===== src/rtl/mem_arbiter.sv =====
// Tagged round-robin arbiter: NCH device channels share one memory query/ack/answer bus.
// Acks pass the memory's tag through; answers are routed back via a tag-to-channel table.
module mem_arbiter #(
  parameter int NCH     = 2,
  parameter int BLK_W   = 128,
  parameter int IDX_W   = 26,
  parameter int TAG_W   = 4,
  parameter int OUT_MAX = 8
) (
  input  logic                 clk,
  input  logic                 rst_n,
  input  logic [NCH*2-1:0]     dev_qry_cmd,
  input  logic [NCH*BLK_W-1:0] dev_qry_blk,
  input  logic [NCH*IDX_W-1:0] dev_qry_idx,
  output logic [NCH*TAG_W-1:0] dev_ack,
  output logic [BLK_W-1:0]     dev_ans_blk,
  output logic [NCH*TAG_W-1:0] dev_ans_tag,
  output logic [1:0]           mem_qry_cmd,
  output logic [BLK_W-1:0]     mem_qry_blk,
  output logic [IDX_W-1:0]     mem_qry_idx,
  input  logic [TAG_W-1:0]     mem_ack,
  input  logic [BLK_W-1:0]     mem_ans_blk,
  input  logic [TAG_W-1:0]     mem_ans_tag,
  output logic                 err_stray
);

  localparam int NTAG  = 1 << TAG_W;
  localparam int CH_W  = (NCH > 1) ? $clog2(NCH) : 1;
  localparam int CNT_W = $clog2(OUT_MAX + 1);

  typedef enum logic [0:0] {S_IDLE = 1'b0, S_ISSUE = 1'b1} state_t;

  state_t               state_r, state_n;
  logic [CH_W-1:0]      ptr_r, gch_r, pick_s;
  logic [CNT_W-1:0]     count_r;
  logic                 valid_r [NTAG];
  logic [CH_W-1:0]      tch_r   [NTAG];
  logic [1:0]           qry_cmd_r, sel_cmd_s;
  logic [BLK_W-1:0]     qry_blk_r, sel_blk_s, ans_blk_r;
  logic [IDX_W-1:0]     qry_idx_r, sel_idx_s;
  logic [NCH*TAG_W-1:0] ack_r, ack_n, ans_tag_r, ans_tag_n;
  logic                 err_r;
  logic [NCH-1:0]       req_s;
  logic                 req_any_s, grant_s, ack_s, ans_vld_s, ans_hit_s, dup_s, inc_s, dec_s;

  function automatic logic [CH_W-1:0] wrap_add(input logic [CH_W-1:0] base, input int off);
    int s;
    s = int'(base) + off;
    if (s >= NCH) s = s - NCH;
    else          s = s;
    return CH_W'(s);
  endfunction

  // Requesting channels, rotating first-hit pick from the pointer, and the picked query
  always_comb begin
    req_s     = '0;
    req_any_s = 1'b0;
    pick_s    = '0;
    sel_cmd_s = 2'd0;
    sel_blk_s = '0;
    sel_idx_s = '0;
    for (int ch = 0; ch < NCH; ch++) begin
      req_s[ch] = (dev_qry_cmd[2*ch +: 2] == 2'd1) || (dev_qry_cmd[2*ch +: 2] == 2'd2);
    end
    // Walk downwards so the lowest offset from the pointer wins
    for (int i = NCH - 1; i >= 0; i--) begin
      if (req_s[wrap_add(ptr_r, i)]) begin
        req_any_s = 1'b1;
        pick_s    = wrap_add(ptr_r, i);
      end else begin
        req_any_s = req_any_s;
        pick_s    = pick_s;
      end
    end
    for (int ch = 0; ch < NCH; ch++) begin
      if (pick_s == CH_W'(ch)) begin
        sel_cmd_s = dev_qry_cmd[2*ch +: 2];
        sel_blk_s = dev_qry_blk[BLK_W*ch +: BLK_W];
        sel_idx_s = dev_qry_idx[IDX_W*ch +: IDX_W];
      end else begin
        sel_cmd_s = sel_cmd_s;
        sel_blk_s = sel_blk_s;
        sel_idx_s = sel_idx_s;
      end
    end
  end

  // FSM state register
  always_ff @(posedge clk or negedge rst_n) begin
    if (!rst_n) state_r <= S_IDLE;
    else        state_r <= state_n;
  end

  // FSM next-state logic
  always_comb begin
    state_n = state_r;
    case (state_r)
      S_IDLE: begin
        if (grant_s) state_n = S_ISSUE;
        else         state_n = S_IDLE;
      end
      S_ISSUE: begin
        if (ack_s) state_n = S_IDLE;
        else       state_n = S_ISSUE;
      end
      default: state_n = S_IDLE;
    endcase
  end

  // FSM outputs: grant/ack strobes, table lookups (pre-update) and per-channel pulses
  always_comb begin
    grant_s   = (state_r == S_IDLE) && req_any_s && (count_r < CNT_W'(OUT_MAX));
    ack_s     = (state_r == S_ISSUE) && (mem_ack != '0);
    ans_vld_s = (mem_ans_tag != '0);
    ans_hit_s = ans_vld_s && valid_r[mem_ans_tag];
    dup_s     = ack_s && valid_r[mem_ack];
    dec_s     = ans_hit_s;
    // A live tag answered and re-acked in one cycle stays live: the table size is unchanged
    inc_s     = ack_s && (!dup_s || (ans_hit_s && (mem_ans_tag == mem_ack)));
    ack_n     = '0;
    ans_tag_n = '0;
    for (int ch = 0; ch < NCH; ch++) begin
      if (ack_s && (gch_r == CH_W'(ch))) ack_n[TAG_W*ch +: TAG_W] = mem_ack;
      else                               ack_n[TAG_W*ch +: TAG_W] = '0;
      if (ans_hit_s && (tch_r[mem_ans_tag] == CH_W'(ch))) ans_tag_n[TAG_W*ch +: TAG_W] = mem_ans_tag;
      else                                                ans_tag_n[TAG_W*ch +: TAG_W] = '0;
    end
  end

  // Query, pointer, tag table, outstanding count and registered device-side outputs
  always_ff @(posedge clk or negedge rst_n) begin
    if (!rst_n) begin
      ptr_r     <= '0;
      gch_r     <= '0;
      count_r   <= '0;
      qry_cmd_r <= 2'd0;
      qry_blk_r <= '0;
      qry_idx_r <= '0;
      ack_r     <= '0;
      ans_tag_r <= '0;
      ans_blk_r <= '0;
      err_r     <= 1'b0;
      for (int t = 0; t < NTAG; t++) begin
        valid_r[t] <= 1'b0;
        tch_r[t]   <= '0;
      end
    end else begin
      if (grant_s) begin
        gch_r     <= pick_s;
        qry_cmd_r <= sel_cmd_s;
        qry_blk_r <= sel_blk_s;
        qry_idx_r <= sel_idx_s;
      end
      if (ack_s) begin
        qry_cmd_r <= 2'd0;
        ptr_r     <= wrap_add(gch_r, 1);
      end
      ack_r     <= ack_n;
      ans_tag_r <= ans_tag_n;
      if (ans_hit_s) begin
        ans_blk_r              <= mem_ans_blk;
        valid_r[mem_ans_tag]   <= 1'b0;
      end
      if (ack_s) begin
        valid_r[mem_ack] <= 1'b1;
        tch_r[mem_ack]   <= gch_r;
      end
      if ((ans_vld_s && !ans_hit_s) || dup_s) err_r <= 1'b1;
      case ({inc_s, dec_s})
        2'b10:   count_r <= count_r + CNT_W'(1);
        2'b01:   count_r <= count_r - CNT_W'(1);
        default: count_r <= count_r;
      endcase
    end
  end

  assign dev_ack     = ack_r;
  assign dev_ans_tag = ans_tag_r;
  assign dev_ans_blk = ans_blk_r;
  assign mem_qry_cmd = qry_cmd_r;
  assign mem_qry_blk = qry_blk_r;
  assign mem_qry_idx = qry_idx_r;
  assign err_stray   = err_r;

endmodule


===== config.mk =====
export PLATFORM = sky130hd
export DESIGN_NAME = mem_arbiter
export DESIGN_NICKNAME = d
export VERILOG_FILES = /design/src/rtl/mem_arbiter.sv
export SDC_FILE = /design/constraint.sdc
export NUM_CORES = 1
export LEC_CHECK = 0
export CAP_MARGIN = 0
export CORE_AREA = 5 5 287 289
export CTS_CLUSTER_SIZE = 28
export DETAILED_ROUTE_END_ITERATION = 16
export DIE_AREA = 0 0 292 294
export GPL_ROUTABILITY_DRIVEN = 0
export HOLD_SLACK_MARGIN = 0.08
export SLEW_MARGIN = 10
export SYNTH_ARGS = -nofsm -noshare
export SYNTH_HDL_FRONTEND = slang
export SYNTH_SLANG_ARGS = --single-unit

===== constraint.sdc =====
create_clock -name clk -period 9.2 [get_ports clk]
set_input_delay 1.38 -clock clk [delete_from_list [all_inputs] [get_ports clk]]
set_output_delay 1.38 -clock clk [all_outputs]
set_load 0.01 [all_outputs]

==> run notes <==
This memo summarizes the results of the implementation run.

Power and ir drop
The net switching power figure is 0.00271 W. Per report_power, the clock group accounts for 22.5% of the total. Dividing total power by cell area gives a power density of 318 mW/mm^2. The flow reports that combinational logic draws 44.4% of the design power. The final power report lists total power as 0.00801 W. In this run, power in flip-flops and latches comes to 0.00265 W.

The top power group is combinational logic. The relative contribution of sequential cells to total power is 33.1%. Looking at the VDD voltage map, the peak drop is 0.143 mV. The total internal power is 0.00530 W.

The power report shows net switching accounting for 33.8% of the total. The clock network power is 0.00180 W.

Detailed routing
The routed design shows a via density per instance of 3.99. In the final routing, the length of wire on met1 measures 22.8 mm. The detailed router reports a met2 wire length of 28.2 mm.

The remaining number of nets flagged by the antenna check after routing is 0. For this block, the routed nets add up to 58.4 mm of wire.

Finish
Counting plain and timing-repair buffers in the layout gives 760. The synthesis-to-finish area growth is 65.8%. The library cells used most frequently in the layout, excluding fill and tap cells, are clkdlybuf4s50_1, dfrtp_1, o21ai_0. In the finished design the tool counted flip-flops and latches totalling 340. Counting the clock-network buffers in the layout gives 55.

The post-route netlist has 12.7% of its cells at a drive strength greater than 1. The fraction of standard cell area that is sequential is 33.8%. The number of antenna diodes is 1.

The relative area of non-clock buffer cells in the final design is 30.4%. The layout net count is 2,373.

Yosys
The Yosys warning count is 0. The post-synthesis async set-or-reset flop share is 100%. Among all cell types in the netlist, the one instantiated most often is dfrtp_1.

The average instance area after synthesis is 12.6 um^2. The post-synth tally of flip-flops with integrated enable is 0. The area fraction of the largest cell type after synthesis is 56.1%.

Post-synth the commonest register cell is dfrtp_1. In the Yosys report the total cell count is 1,202. The post-synthesis mux area share is 25.6%. The cell-mix breakdown from Yosys lists the adder-cell area share as 0.248%.

Setup path
The required time at the endpoint of the critical path is 9.66 ns. The worst setup path is launched from an input pin. The largest incremental delay on the critical path is 0.94 ns.

Looking at the setup timing report, the critical path kind is input pin to flop. The timing report shows that the slowest cell on the worst path is clkdlybuf4s50_1. The number of cells on the critical path is 12.

The endpoint arrival time on the critical path is 4.90 ns. The timing report notes that buffer and inverter cells on the critical path total 1. The timing report attributes the biggest portion of critical-path delay to AND-OR/OR-AND gates.

Place
The detailed placer reported the number of placed instances as 2,936. The total placed instance area is 0.0236 mm^2. The quantity of I/O buffers inserted on ports is 750. The worst setup timing slack at the placement stage is 4.18 ns.

Clock network
The maximum buffer depth of the clock tree is 3. The clock transition at the registers of the reported paths is 0.06 ns. Once the clock tree was built, the setup fixing pass inserted 0 buffers. The post-cts hold-fix buffer tally is 0. The worst-skew pair later-pin latency is 0.57 ns.

Timing
Per the timing report, the achievable frequency comes out to 225 MHz. The max-slew violation total from the final report is 0. After routing, the total negative slack on setup checks comes to 0 ns. The final-report setup violation count is 0.

Global route
The global route stage reports its total congestion overflow as 0. The fraction of met1 tracks used by global routing is 14.8%. The via count of the first global-routing pass came to 12,769.

After global routing, the most crowded layer is met2. Routing resource usage on met2 recorded by global route was 21.6%. Global routing used 12.7% of the available tracks across all layers.

Floorplan
The overall die width is 292 um. The fraction of the core area occupied by cells at floorplan is 19.0%. The vertical die size is 294 um. The die covers 0.0858 mm^2.

Job
The number of max-cap violations is 0.

Outcome
The run finished with clean final reports.

Hold path
In the hold timing report, the worst path depth is 0.
-- final timing paths --
kind                                        from  slack, ns                     endpoint
min in group asynchronous                  rst_n       0.86   mem_qry_blk[2]$_DFFE_PN0P_
max in group asynchronous                  rst_n       6.78  mem_qry_blk[75]$_DFFE_PN0P_
min                        tch_r[15]$_DFFE_PN0P_       0.37        tch_r[15]$_DFFE_PN0P_
max reg2reg                valid_r[12]$_DFF_PN0_       6.06       count_r[2]$_DFFE_PN0P_
min reg2reg                tch_r[15]$_DFFE_PN0P_       0.37        tch_r[15]$_DFFE_PN0P_
max                               mem_ans_tag[1]       4.76       count_r[2]$_DFFE_PN0P_
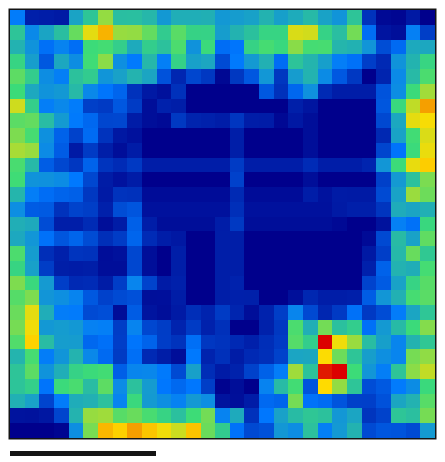
(images/route_heat.png)
Scale bar: 100 um. The die is cut into 29 by 29 equal tiles; dark blue is low, red is high, scaled to the fullest tile. Values are wire area over tile area, all layers added.
fullest tile: 0.48
mean over tiles: 0.11
emptiest ninth of the die: middle

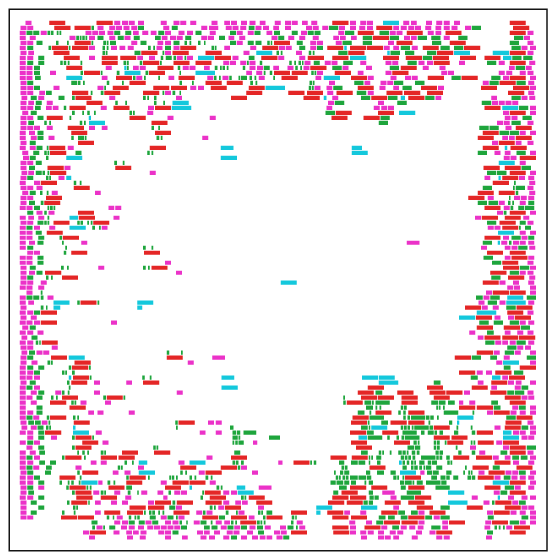
(images/class_map.png)
| class | color | cells | share of their area |
|---|---|---|---|
| clock drivers and dummy loads | cyan | 78 | 6.4% |
| remaining buffers and delay cells | magenta | 760 | 32% |
| registers | red | 340 | 36% |
| remaining logic cells | green | 776 | 26% |
number of rows created at floorplan: 104
final core utilization: 31.6%
final cell area excluding filler cells: 0.0251 mm^2

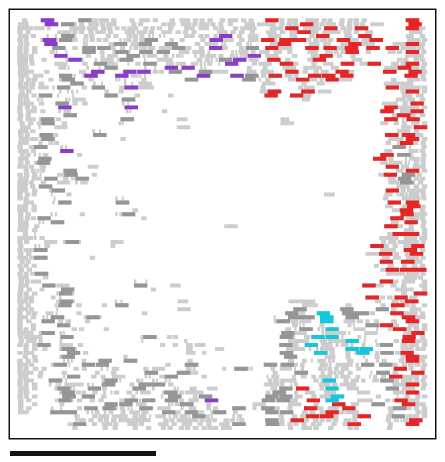
(images/ff_map.png)
Scale bar: 100 um.
| name in the netlist | color | placed flops |
|---|---|---|
| mem_qry_idx | purple | 26 |
| valid_r | cyan | 16 |
| dev_ans_blk | red | 128 |

Power figures rest on the tool's default switching activity, not on a simulated workload.
